## config.mk

```make
export PLATFORM = sky130hd
export DESIGN_NAME = dig_pin_filter_cfg_ctrl
export DESIGN_NICKNAME = d
export VERILOG_FILES = /design/src/rtl/dig_pin_filter_cfg_ctrl.sv
export SDC_FILE = /design/constraint.sdc
export NUM_CORES = 1
export LEC_CHECK = 0
export CAP_MARGIN = 20
export CORE_ASPECT_RATIO = 0.8
export CORE_UTILIZATION = 51
export DETAILED_ROUTE_END_ITERATION = 8
export PLACE_DENSITY = 0.8
export SLEW_MARGIN = 20
export SYNTH_ARGS = -nofsm -noshare
export SYNTH_HDL_FRONTEND = slang
export SYNTH_SLANG_ARGS = --single-unit
```

## constraint.sdc

```tcl
create_clock -name clk_i -period 2.8 [get_ports clk_i]
set_clock_uncertainty 0.1 [all_clocks]
set_input_delay 0.56 -clock clk_i [delete_from_list [all_inputs] [get_ports clk_i]]
set_output_delay 0.56 -clock clk_i [all_outputs]
set_load 0.02 [all_outputs]
```

## src/rtl/dig_pin_filter_cfg_ctrl.sv

```systemverilog
// Configuration sequencer for a bank of digital pin filter channels.
// Each accepted request disables, flushes, reprograms and re-enables one channel.

module dig_pin_filter_cfg_lane #(
  parameter int LEN_W   = 8,
  parameter int RST_LEN = 1
) (
  input  logic             clk_i,
  input  logic             rst_i,
  input  logic             clr,
  input  logic             sel,
  input  logic             dis,
  input  logic             fl_set,
  input  logic             fl_clr,
  input  logic             apply,
  input  logic [LEN_W-1:0] new_len,
  input  logic             new_dbl,
  input  logic             new_sync,
  input  logic             new_en,
  output logic             en,
  output logic             flush,
  output logic             dbl,
  output logic             sync,
  output logic [LEN_W-1:0] len
);
  always_ff @(posedge clk_i or posedge rst_i) begin
    if (rst_i) begin
      en    <= 1'b0;
      flush <= 1'b0;
      dbl   <= 1'b1;
      sync  <= 1'b1;
      len   <= LEN_W'(RST_LEN);
    end else if (clr) begin
      en    <= 1'b0;
      flush <= 1'b0;
      dbl   <= 1'b1;
      sync  <= 1'b1;
      len   <= LEN_W'(RST_LEN);
    end else if (sel) begin
      if (dis)    en    <= 1'b0;
      if (fl_set) flush <= 1'b1;
      if (fl_clr) flush <= 1'b0;
      if (apply) begin
        en   <= new_en;
        dbl  <= new_dbl;
        sync <= new_sync;
        len  <= new_len;
      end
    end
  end
endmodule

module dig_pin_filter_cfg_ctrl #(
  parameter int N_CH      = 4,
  parameter int CH_W      = 2,
  parameter int LEN_W     = 8,
  parameter int FLUSH_CYC = 4,
  parameter int RST_LEN   = 1
) (
  input  logic                  clk_i,
  input  logic                  rst_i,
  input  logic                  sw_clr_i,
  input  logic                  cfg_req_i,
  output logic                  cfg_ready_o,
  input  logic [CH_W-1:0]       cfg_ch_i,
  input  logic [LEN_W-1:0]      cfg_len_i,
  input  logic                  cfg_dbl_i,
  input  logic                  cfg_sync_i,
  input  logic                  cfg_en_i,
  output logic                  cfg_done_o,
  output logic                  cfg_err_o,
  output logic [N_CH-1:0]       filt_en_o,
  output logic [N_CH-1:0]       flush_o,
  output logic [N_CH-1:0]       filt_dbl_o,
  output logic [N_CH-1:0]       filt_sync_o,
  output logic [N_CH*LEN_W-1:0] filt_len_o
);
  localparam int CNT_W = $clog2(FLUSH_CYC + 1);
  localparam logic [CNT_W-1:0] LAST = CNT_W'(FLUSH_CYC - 1);

  typedef enum logic [2:0] {IDLE, DRAIN, FLUSH, APPLY, DONE} state_t;

  typedef struct packed {
    logic [CH_W-1:0]  ch;
    logic [LEN_W-1:0] len;
    logic             dbl;
    logic             sync;
    logic             en;
  } cfg_t;

  state_t           st;
  logic [CNT_W-1:0] cnt;
  cfg_t             pl;
  logic             acc, req_ok, acc_ok;
  logic [CH_W-1:0]  tgt;

  always_comb begin
    acc    = cfg_req_i & cfg_ready_o;
    req_ok = ({1'b0, cfg_ch_i} < (CH_W+1)'(N_CH)) && (cfg_len_i != '0);
    acc_ok = acc & req_ok;
    // While idle the only lane strobe is the disable at accept, which targets the incoming channel.
    tgt    = (st == IDLE) ? cfg_ch_i : pl.ch;
  end

  always_ff @(posedge clk_i or posedge rst_i) begin
    if (rst_i) begin
      st <= IDLE; cnt <= '0; pl <= '0;
      cfg_ready_o <= 1'b1; cfg_done_o <= 1'b0; cfg_err_o <= 1'b0;
    end else if (sw_clr_i) begin
      st <= IDLE; cnt <= '0; pl <= '0;
      cfg_ready_o <= 1'b1; cfg_done_o <= 1'b0; cfg_err_o <= 1'b0;
    end else begin
      cfg_done_o <= 1'b0;
      cfg_err_o  <= 1'b0;
      case (st)
        IDLE: if (acc) begin
          if (req_ok) begin
            pl          <= '{ch: cfg_ch_i, len: cfg_len_i, dbl: cfg_dbl_i,
                             sync: cfg_sync_i, en: cfg_en_i};
            st          <= DRAIN;
            cfg_ready_o <= 1'b0;
          end else begin
            cfg_err_o <= 1'b1;
          end
        end
        DRAIN: begin
          st  <= FLUSH;
          cnt <= '0;
        end
        FLUSH: begin
          if (cnt == LAST) st  <= APPLY;
          else             cnt <= cnt + 1'b1;
        end
        APPLY: begin
          st         <= DONE;
          cfg_done_o <= 1'b1;
        end
        DONE: begin
          st          <= IDLE;
          cfg_ready_o <= 1'b1;
        end
        default: st <= IDLE;
      endcase
    end
  end

  logic fl_set, fl_clr, apply;
  assign fl_set = (st == DRAIN);
  assign fl_clr = (st == FLUSH) && (cnt == LAST);
  assign apply  = (st == APPLY);

  for (genvar k = 0; k < N_CH; k++) begin : g_lane
    dig_pin_filter_cfg_lane #(.LEN_W(LEN_W), .RST_LEN(RST_LEN)) u_lane (
      .clk_i   (clk_i),
      .rst_i   (rst_i),
      .clr     (sw_clr_i),
      .sel     (tgt == CH_W'(k)),
      .dis     (acc_ok),
      .fl_set  (fl_set),
      .fl_clr  (fl_clr),
      .apply   (apply),
      .new_len (pl.len),
      .new_dbl (pl.dbl),
      .new_sync(pl.sync),
      .new_en  (pl.en),
      .en      (filt_en_o[k]),
      .flush   (flush_o[k]),
      .dbl     (filt_dbl_o[k]),
      .sync    (filt_sync_o[k]),
      .len     (filt_len_o[k*LEN_W +: LEN_W])
    );
  end
endmodule
```

Fig. 1: run 1, congestion heat map
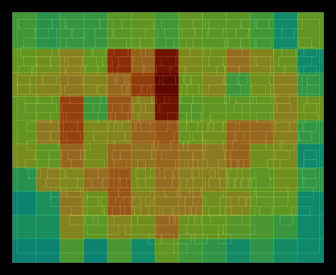
met1 GRT Util: 0.303
M3 GR Usage: 0.0750
most used routing layer: met2

Fig. 2: run 1, M3 wires
Scale: 6 px per um. Cells faint in the background.
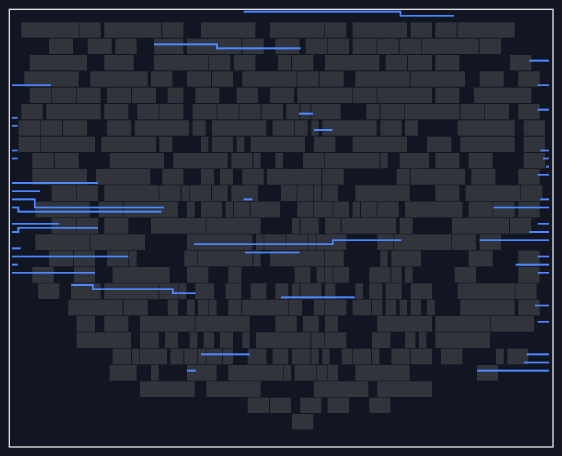
longest straight run = 26.0 um
share of all routed wire = 5.6%
wire length on this layer = 356 um
main direction = horizontal
nets with wire on the layer = 41
via count: 2092
routed wire length: 6.34 mm

Fig. 3: run 1, signal wires on met1
Scale: 4 px per um. Supply wires on this layer in gray. Cells faint in the background.
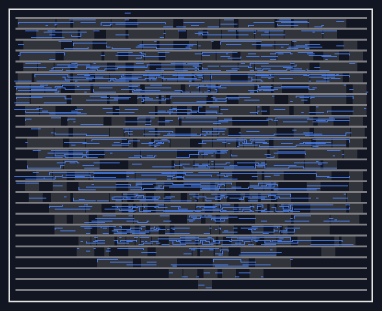
share of all routed wire = 48%
main direction = horizontal
nets with wire on the layer = 296

Fig. 4: run 1, clock distribution
Scale: 3 px per um.
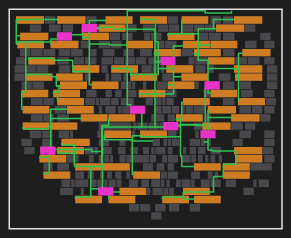
magenta -> clock drivers  # count 9
orange -> flip-flops  # count 70
green -> clock wires  # length 887 um
flops lie = spread over the die
routed clock nets = 10
Worst-Skew Late Latency: 0.35 ns
clock share of power: 0.306

==> summary.txt, run 1 <==
yosys + openroad results -> TritonRoute pass-1 iters 4, clk sinks 70, routed vias/inst 5.19, Clock transition at path regs 0.07 ns, detailed placement HPWL 4.32 mm, # setup viols final 0, Cell Int Power 1.83 mW, kind of cell adding the most delay to the critical path AND-OR/OR-AND gates, fp util 0.533, met2 Use GR 0.304, vias in the first global route 2062, sequential fraction of the synthesis area 0.555, Routed Antenna Nets 0, fin. max-slew vios 0, final period utilization 0.878, filler cell count 448, I/O Pins 68, reg2reg end pl[3]$_DFFE_PP0P_, dominant cell type by area after synthesis dfrtp_1, largest net degree at the start of global routing 71, outcome complete, no violations, GR Overflow Total 0, GR Util All Layers 0.213, CP max stage cell a211oi_2, tool warnings 26, first-pass GRT wire length 10.6 mm, Worst Hold End g_lane[2].u_lane.flush$_DFFE_PP0P_, Leak 1.84 nW, Final Hold Viols 0, RSZ-0062 raised after global routing no, slew margin rel. 0.511, Mapped Area 3190 sq um, Gates resized, CTS repair 0, commonest cells after routing, fill and taps aside clkdlybuf4s50_1, dfrtp_1, mux2_2, initial antenna violation count 0, fin cells 403, number of stages on the worst setup path 5, Switch Pwr 0.752 mW, ratio of cells with drive above 1 in the final layout 0.276, CP Buf/Inv Count 1, worst path arrival time 2.59 ns, htree depth 3, diode count 0, initial DRC count 118, Chip Width 90.4 um, most used flip-flop cell dfrtp_1, synthesized flop and latch total 70, final instance area 4060 sq um, routability congestion estimate 0.754, Synthesized Nets 274, Mapped Avg Cell Area 12.5 sq um, Yosys Instances 255, Comb pwr share 0.231, nets 337, Max Root-Sink Buffers 2, Remaining DRCs 0, Top-area cell share 0.448, Area Growth Syn to Fin 27.4%, Hold-fix buffers, CTS 0, top cells, area dfrtp_1, mux2_2, dfstp_2, mux2i_1, buf_4, Post-synth EDFFs 0, f_max 0.407 GHz, setup TNS 0 ns, Yosys Warn Count 0, Reg power frac 0.463, Wirelength per Cell 15.7 um, clock root buffer clkbuf_8, largest stage delay on the critical path 0.64 ns, maximum VDD drop 0.000443 V, Startpoint Class flip-flop, measured slew at the worst slew-check pin 0.732 ns, Min-Delay Path Depth 1, r2r startpoint st[0]$_DFFE_PP0P_, Die Y 72.7 um, critical path capture point type flip-flop
## run 1: worst reg2reg max path, stage by stage, from the launching register on
cell,delay (ns)
dfrtp_1,0.48
or3_1,0.55
a211oi_2,0.64
buf_4,0.31
mux2i_1,0.21
nor2_1,0.05
## run 1: layout make-up
cell class	count	area, sq um	area share
Clock inverter	6	63.8	0.0157
Sequential cell	70	1770	0.435
Tap cell	81	101	0.0250
Timing Repair Buffer	78	766	0.189
Clock buffer	9	124	0.0305
Inverter	10	37.5	0.00924
Multi-Input combinational cell	149	1200	0.296
## run 1: kinds of logic (layout without fill, tap and decap cells)
kind of cell	after synthesis	after routing	share of synthesized area
multiplexers	60	60	0.205
XOR/XNOR	1	1	0.00275
adder cells (fa/ha/maj)	2	2	0.00785
flip-flops	70	70	0.555
AND-OR/OR-AND	30	30	0.0719
buffers and inverters	36	103	0.0711
AND/OR/NAND/NOR	56	56	0.0872
## run 1: through the flow
stage           util  setup WS, ns  hold slack [ns]
2_1_floorplan      -         0.393            0.361
3_3_place_gp   0.647         0.173            0.385
3_5_place_dp   0.648         0.130            0.385
4_1_cts        0.680         0.361            0.402
5_1_grt        0.680         0.157            0.430
6_report       0.680         0.342            0.393
## run 1: layer usage
layer	routed length [um]	up-vias
li1	-	994
met1	3060	1038
met2	2840	52
met3	355	8
met4	85	0
met5	0	-
## run 1: sequential cells by signal, summed over array words and instances (netlist names)
name                 cells
g_lane.u_lane.len       32
pl                      13
g_lane.u_lane.dbl        4
g_lane.u_lane.en         4
g_lane.u_lane.flush      4
g_lane.u_lane.sync       4
cnt                      3
st                       3
cfg_done_o               1
cfg_err_o                1
cfg_ready_o              1
## run 1: worst max-delay path by stage
stage,start,to,slack [ns]
after floorplan,rst_i,cfg_done_o$_DFF_PP0_,0.39
after global placement,cfg_len_i[2],pl[3]$_DFFE_PP0P_,0.17
after detailed placement,cfg_len_i[6],pl[3]$_DFFE_PP0P_,0.13
after CTS,st[0]$_DFFE_PP0P_,pl[3]$_DFFE_PP0P_,0.36
after global routing,st[0]$_DFFE_PP0P_,pl[1]$_DFFE_PP0P_,0.16
final,st[0]$_DFFE_PP0P_,pl[3]$_DFFE_PP0P_,0.34
## run 1: Yosys cell counts (2+ instances only)
cell	number
dfrtp_1	57
nand2_1	6
o22a_1	2
a2bb2oi_1	2
buf_4	18
a22o_1	4
ha_1	2
buf_6	3
o21ai_0	3
dfstp_2	13
mux2i_1	19
mux2_2	41
o21bai_1	2
nor2b_1	9
nor4_1	4
nor2_1	22
or2_2	3
nand2b_1	4
a21oi_1	6
inv_1	10
nand3_1	3
clkbuf_1	4
a21oi_2	3
## run 1: power by group through the flow
stage / Clock, mW / Sequential [mW] / Combinational, mW
after CTS: 0.806 / 1.20 / 0.600
after global placement: 0 / 1.21 / 0.584
after floorplan: 0 / 1.24 / 0.394
final: 0.790 / 1.20 / 0.595
after detailed placement: 0 / 1.21 / 0.597
after global routing: 0.849 / 1.21 / 0.641
Fig. 5: run 1, metal 2
Scale: 4 px per um.
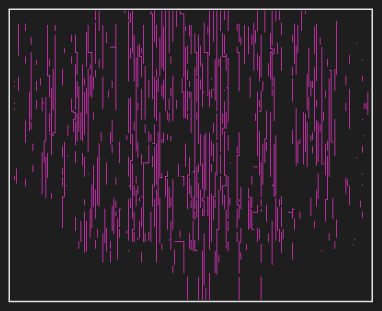

## Run 2: what changed since run 1
--- a/config.mk
+++ b/config.mk
@@ -7,9 +7,9 @@
 export LEC_CHECK = 0
 export CAP_MARGIN = 20
 export CORE_ASPECT_RATIO = 0.8
-export CORE_UTILIZATION = 51
+export CORE_UTILIZATION = 55
 export DETAILED_ROUTE_END_ITERATION = 8
-export PLACE_DENSITY = 0.8
+export PLACE_DENSITY = 0.85
 export SLEW_MARGIN = 20
 export SYNTH_ARGS = -nofsm -noshare
 export SYNTH_HDL_FRONTEND = slang
==> constraint.sdc (replaced) <==
create_clock -name clk_i -period 3.2 [get_ports clk_i]
set_clock_uncertainty 0.1 [all_clocks]
set_input_delay 0.64 -clock clk_i [delete_from_list [all_inputs] [get_ports clk_i]]
set_output_delay 0.64 -clock clk_i [all_outputs]
set_load 0.02 [all_outputs]
Fig. 6: run 2, metal 2
Scale: 6 px per um.
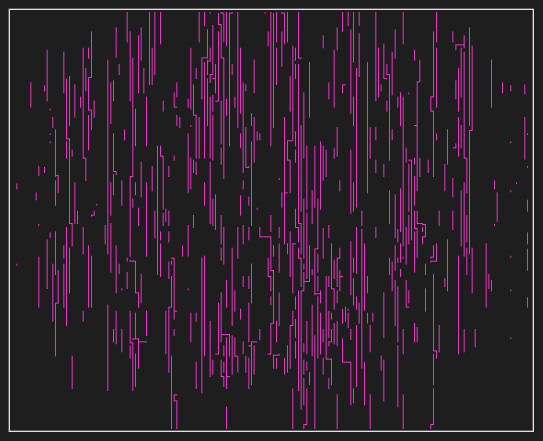
nets with wire on the layer = 299
wire length on this layer = 2780 um
routed wire length: 6.21 mm
met2 Use GR: 0.325
via count: 2080

Fig. 7: run 2, congestion heat map
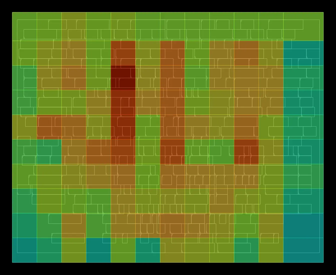
post-layout util: 0.724
GR Util All Layers: 0.224
met1 GRT Util: 0.315
Wirelength per Cell: 15.7 um

==> run 2 against run 1 <==
Wire length decreased by 2.1%. Global-route usage rose by 1.1 points. Via count is 0.57% lower. Non-clock buffer count decreased by 6. Critical endpoint is now pl[6]$_DFFE_PP0P_.
==> summary.txt, run 2 <==
yosys + openroad results -> outcome complete, no violations, top cells by count, synth dfrtp_1, mux2_2, nor2_1, mux2i_1, buf_4, tool warnings 26, Synthesized Nets 274, number of port buffers 67, initial antenna violation count 0, synthesized flop and latch total 70, nets 331, Hold-fix buffers, CTS 0, Min Hold Slack 0.396 ns, yosys stat area 3190 sq um, Final Hold Viols 0, routability congestion estimate 0.774, Chip Width 87.1 um, Die Y 70.1 um, Yosys Warn Count 0, pre-CTS WS 0.514 ns, Post-CTS Setup Inserts 0, Max Root-Sink Buffers 2, largest net degree at the start of global routing 38, logic area 1190 sq um, slew margin rel. 0.349, final setup margin 0.812 ns, f_max 0.419 GHz, critical path capture point type flip-flop, diode count 0, ratio of cells with drive above 1 in the final layout 0.265, Leak 1.81 nW, RSZ-0062 raised after global routing no, CP Class flip-flop to flip-flop, Mapped Avg Cell Area 12.5 sq um, worst path arrival time 2.52 ns, Num CTS Buffers 9, most used flip-flop cell dfrtp_1, count leader, synth dfrtp_1, Worst setup endpoint pl[6]$_DFFE_PP0P_, top cells, area dfrtp_1, mux2_2, dfstp_2, mux2i_1, buf_4, crit path DRT 3.33 ns, measured slew at the worst slew-check pin 0.971 ns, Yosys Instances 255, htree depth 3, TritonRoute pass-1 iters 4, Cell Type Count 38, storage element area 1770 sq um, sequential fraction of the synthesis area 0.555, Remaining DRCs 0, worst min path class flip-flop to flip-flop, Gates resized, CTS repair 0, mux frac, synth 0.205, # setup viols final 0, Worst Reg-to-Reg Cells 5, setup slack, reg-to-reg 0.81 ns, final period utilization 0.746, flip-flop count of the largest register after layout 32, routed vias/inst 5.27, Top cell excl fill/tap clkdlybuf4s50_1, setup TNS 0 ns, detailed placement HPWL 4.35 mm, fp util 0.577, maximum VDD drop 0.000414 V, adder share 0.00785, Top Registers g_lane.u_lane.len x32, pl x13, die area 6100 sq um, Mapped Area 3190 sq um, Top-area cell share 0.448, Post-synth EDFFs 0, reg2reg end pl[6]$_DFFE_PP0P_, yosys aoi share 0.0718, Main logic family multiplexers, largest register by flop count g_lane.u_lane.len, Post-Synth Simple-Gate Area 0.0872, clk sinks 70, clock root buffer clkbuf_8, fin. max-slew vios 0, CTS tree done, filler cell count 411, Power Total 2.21 mW, Synth Instances 255, GR Overflow Total 0, first-pass GRT wire length 10.0 mm, Routed Antenna Nets 0, vias in the first global route 2014, placed inst area 3820 sq um, initial DRC count 107, Clock transition at path regs 0.08 ns, xor/xnor share 0.00275, Worst-Skew Late Latency 0.35 ns, Area Growth Syn to Fin 25.6%, dominant cell type by area after synthesis dfrtp_1, Critical Path Source st[0]$_DFFE_PP0P_, final instance area 4000 sq um, r2r startpoint st[0]$_DFFE_PP0P_, commonest cells after routing, fill and taps aside clkdlybuf4s50_1, dfrtp_1, mux2_2, share of flip-flops with an asynchronous set or reset 1.00, fin crit period 2.39 ns, Startpoint Class flip-flop, I/O Pins 68
[run 2: cell counts after synthesis]
No cell type changed its count.
[run 2: power breakdown]
part | internal, mW | switching (mW) | total (mW) | leakage (nW)
clock network | 0.322 | 0.328 | 0.649 | 0.0913
logic | 0.255 | 0.261 | 0.516 | 0.799
registers | 0.988 | 0.0598 | 1.05 | 0.918
[run 2: worst max-delay path, cell delays in order, from the launching register on]
cell	delay, ns
dfrtp_1	0.49
or3_1	0.55
a211oi_2	0.53
buf_4	0.31
mux2i_1	0.22
nor2_1	0.06
[run 2: per-layer routing]
layer	routed length [um]	share of wire	global-route usage	vias to the layer above
li1	-	-	-	986
met1	3010	0.48	0.315	1028
met2	2780	0.45	0.325	55
met3	327	0.053	0.0674	11
met4	99	0.016	0.0929	0
met5	0	0	0	-
[run 2: worst min-delay path by stage]
| stage | start | end | slack [ns] | cells past startpoint |
|---|---|---|---|---|
| finish | g_lane[0].u_lane.flush$_DFFE_PP0P_ | g_lane[0].u_lane.flush$_DFFE_PP0P_ | 0.40 | 1 |
| global route | g_lane[0].u_lane.flush$_DFFE_PP0P_ | g_lane[0].u_lane.flush$_DFFE_PP0P_ | 0.43 | 1 |
| CTS | g_lane[0].u_lane.flush$_DFFE_PP0P_ | g_lane[0].u_lane.flush$_DFFE_PP0P_ | 0.40 | 1 |
| detailed placement | g_lane[0].u_lane.flush$_DFFE_PP0P_ | g_lane[0].u_lane.flush$_DFFE_PP0P_ | 0.38 | 1 |
| global placement | g_lane[2].u_lane.flush$_DFFE_PP0P_ | g_lane[2].u_lane.flush$_DFFE_PP0P_ | 0.37 | 1 |
| floorplan | g_lane[0].u_lane.flush$_DFFE_PP0P_ | g_lane[0].u_lane.flush$_DFFE_PP0P_ | 0.36 | 1 |
[run 2: final cells by class]
class	count	share of cell area
multi-input combinational	149	0.298
sequential	70	0.442
inverter	10	0.00938
timing repair buffer	72	0.180
clock buffer	11	0.0378
clock inverter	5	0.00844
tap	78	0.0244
[run 2: through the flow]
step,utilization,instances
CTS,0.724,395
global route,0.724,395
detailed placement,0.691,379
global placement,0.691,379
floorplan,-,255
finish,0.724,395
[run 2: kinds of logic (layout without fill, tap and decap cells)]
family | after synthesis | in the layout
DFF | 70 | 70
and+or+nand+nor | 56 | 56
xor gates and xnor gates | 1 | 1
muxes | 60 | 60
AOI/OAI and AO/OA | 30 | 30
adders and majority gates | 2 | 2
buffers and inverters | 36 | 98
Fig. 8: run 2, signal wires on met1
Scale: 6 px per um. Supply wires on this layer in gray. Cells faint in the background.
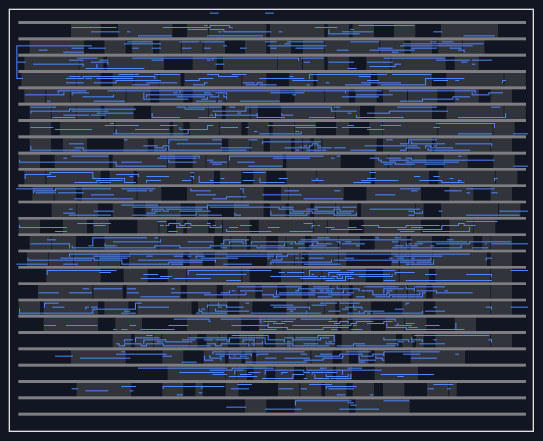

## Run 3: what changed since run 2
--- a/config.mk
+++ b/config.mk
@@ -7,9 +7,9 @@
 export LEC_CHECK = 0
 export CAP_MARGIN = 20
 export CORE_ASPECT_RATIO = 0.8
-export CORE_UTILIZATION = 55
+export CORE_UTILIZATION = 46
 export DETAILED_ROUTE_END_ITERATION = 8
-export PLACE_DENSITY = 0.85
+export PLACE_DENSITY = 0.76
 export SLEW_MARGIN = 20
 export SYNTH_ARGS = -nofsm -noshare
 export SYNTH_HDL_FRONTEND = slang
==> constraint.sdc (replaced) <==
create_clock -name clk_i -period 2.06 [get_ports clk_i]
set_clock_uncertainty 0.1 [all_clocks]
set_input_delay 0.412 -clock clk_i [delete_from_list [all_inputs] [get_ports clk_i]]
set_output_delay 0.412 -clock clk_i [all_outputs]
set_load 0.02 [all_outputs]
Fig. 9: run 3, signal wires on met1
Scale: 4 px per um. Supply wires on this layer in gray. Cells faint in the background.
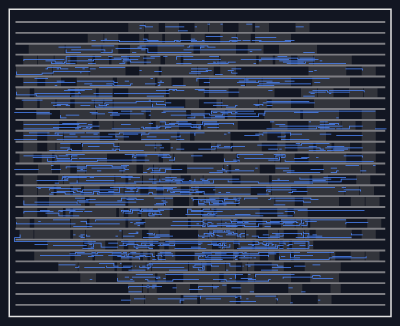
wire length on this layer = 3310 um
longest straight run = 35.9 um
nets with wire on the layer = 300
main direction = horizontal
share of all routed wire = 48%
routed wire length: 6.87 mm
met1 GRT Util: 0.294

Fig. 10: run 3, clock distribution
Scale: 3 px per um.
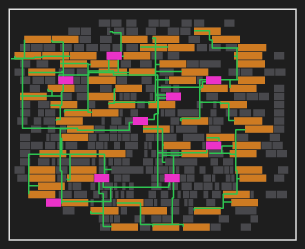
green -> clock wires  # length 860 um
orange -> flip-flops  # count 70
magenta -> clock drivers  # count 9
routed clock nets = 10
flops lie = spread over the die
clock share of power: 0.353
Clock net power: 1.37 mW

==> run 3 against run 2 <==
Sequential power up 54%. Via count up 5.4%. Synthesized cell count unchanged. Core utilization down 6.6 points. Cell count up 7.1%. Area after synthesis unchanged. Register-to-register slack worse by 0.65 ns. Die size up 19%. Global-route usage down 1.5 points. Critical path type is now flip-flop to output pin.
==> summary.txt, run 3 <==
yosys + openroad results -> outcome complete, no violations, nets 353, GR Util All Layers 0.209, initial DRC count 129, Reg power frac 0.416, synthesized flop and latch total 70, routability congestion estimate 0.829, Mapped Avg Cell Area 12.5 sq um, yosys stat area 3190 sq um, Chip Width 95.1 um, yosys aoi share 0.0718, Max Root-Sink Buffers 2, setup slack, reg-to-reg 0.16 ns, logic area 1190 sq um, filler cell count 497, first-pass GRT wire length 11.4 mm, Top cell excl fill/tap clkdlybuf4s50_1, Gates resized, CTS repair 0, slew margin rel. 0.649, vias in the first global route 2171, largest net degree at the start of global routing 38, number of stages on the worst setup path 1, CP max stage cell clkdlybuf4s50_1, initial antenna violation count 0, Num CTS Buffers 9, placed inst area 4060 sq um, storage element area 1770 sq um, flip-flop count of the largest register after layout 32, # setup viols final 0, Post-CTS Setup Inserts 0, critical path capture point type output pin, fin crit period 2.00 ns, Die Y 76.4 um, Post-Synth Simple-Gate Area 0.0872, worst-path cell chain clkdlybuf4s50_1, Cell Type Count 38, setup TNS 0 ns, Main logic family multiplexers, xor/xnor share 0.00275, Final Hold Viols 0, detailed placement HPWL 4.88 mm, CP Buf/Inv Count 1, worst min path class input pin to async pin, die area 7270 sq um, Hold-fix buffers, CTS 0, share of flip-flops with an asynchronous set or reset 1.00, Top-area cell share 0.448, clk sinks 70, largest register by flop count g_lane.u_lane.len, Synth Instances 255, commonest cells after routing, fill and taps aside clkdlybuf4s50_1, dfrtp_1, mux2_2, kind of cell adding the most delay to the critical path buffers and inverters, number of port buffers 67, adder share 0.00785, Mapped Area 3190 sq um, routed vias/inst 5.18, worst path arrival time 1.49 ns, largest stage delay on the critical path 0.60 ns, mux frac, synth 0.205, ratio of cells with drive above 1 in the final layout 0.307, CP Class flip-flop to output pin, f_max 0.500 GHz, diode count 0, Startpoint Class flip-flop, Comb pwr share 0.231, top cells, area dfrtp_1, mux2_2, dfstp_2, mux2i_1, buf_4, CTS tree done, Cell Int Power 2.87 mW, Top Registers g_lane.u_lane.len x32, pl x13, Min Hold Slack 0.305 ns, crit path DRT 1.55 ns, maximum VDD drop 0.000497 V, final period utilization 0.970, final instance area 4300 sq um, Net Sw Frac 0.262, r2r startpoint st[2]$_DFFE_PP0P_, Area Growth Syn to Fin 35.1%, GR Overflow Total 0, Yosys Instances 255, Worst-Skew Late Latency 0.35 ns, dominant cell type by area after synthesis dfrtp_1, Post-synth EDFFs 0, Clock transition at path regs 0.07 ns, measured slew at the worst slew-check pin 0.522 ns, Worst Reg-to-Reg Cells 5, clock root buffer clkbuf_8, most used flip-flop cell dfrtp_1, I/O Pins 68, via count 2192, sequential fraction of the synthesis area 0.555, tool warnings 26, count leader, synth dfrtp_1, Wirelength per Cell 16.3 um, RSZ-0062 raised after global routing no, TritonRoute pass-1 iters 4, top cells by count, synth dfrtp_1, mux2_2, nor2_1, mux2i_1, buf_4, Switch Pwr 1.02 mW, Remaining DRCs 0, Yosys Warn Count 0, fp util 0.487, Synthesized Nets 274, htree depth 3, Leak 1.97 nW
## run 3: worst max-delay path by stage
stage / startpoint / to / slack, ns
2_1_floorplan: st[0]$_DFFE_PP0P_ / pl[7]$_DFFE_PP0P_ / 0.09
3_3_place_gp: cfg_len_i[7] / pl[10]$_DFFE_PP0P_ / -0.05
3_5_place_dp: cfg_len_i[7] / pl[7]$_DFFE_PP0P_ / -0.1
4_1_cts: cfg_ready_o$_DFFE_PP1P_ / cfg_ready_o / 0.05
5_1_grt: g_lane[0].u_lane.sync$_DFFE_PP1P_ / filt_sync_o[0] / 0.02
6_report: cfg_ready_o$_DFFE_PP1P_ / cfg_ready_o / 0.06
## run 3: metrics by stage
stage	total power, mW	utilization	setup slack [ns]	instances
2_1_floorplan	2.22	-	0.0906	255
3_3_place_gp	2.51	0.620	-0.0451	407
3_5_place_dp	2.54	0.620	-0.0994	407
4_1_cts	3.92	0.658	0.0451	423
5_1_grt	4.05	0.658	0.0200	423
6_report	3.89	0.658	0.0617	423
## run 3: power by group through the flow
| stage | clock network, mW | registers [mW] | logic (mW) |
|---|---|---|---|
| 6_report | 1.37 | 1.62 | 0.899 |
| 5_1_grt | 1.46 | 1.64 | 0.957 |
| 4_1_cts | 1.40 | 1.62 | 0.906 |
| 3_5_place_dp | 0 | 1.64 | 0.900 |
| 3_3_place_gp | 0 | 1.64 | 0.880 |
| 2_1_floorplan | 0 | 1.68 | 0.536 |
## run 3: cell families after synthesis
kind of cell / after synthesis
flops: 70
buf+inv: 36
compound gates: 30
simple gates: 56
fa+ha+maj: 2
xor+xnor: 1
mux: 60
## run 3: layer usage
metal	track usage	part of all wire	vias to the layer above
met3	0.0778	0.063	9
met5	0	0	-
met4	0.0545	0.0095	0
met2	0.302	0.45	64
met1	0.294	0.48	1090
li1	-	-	1029
## run 3: final cells by class
class	count	share of cell area
clock buffers	13	0.0369
clock inverters	3	0.0209
inverters	10	0.00959
multi-input cells	149	0.277
flip-flops and latches	70	0.411
well taps	84	0.0244
repair buffers	94	0.220
No activity file was given, so power comes from the tool's default toggle rates.
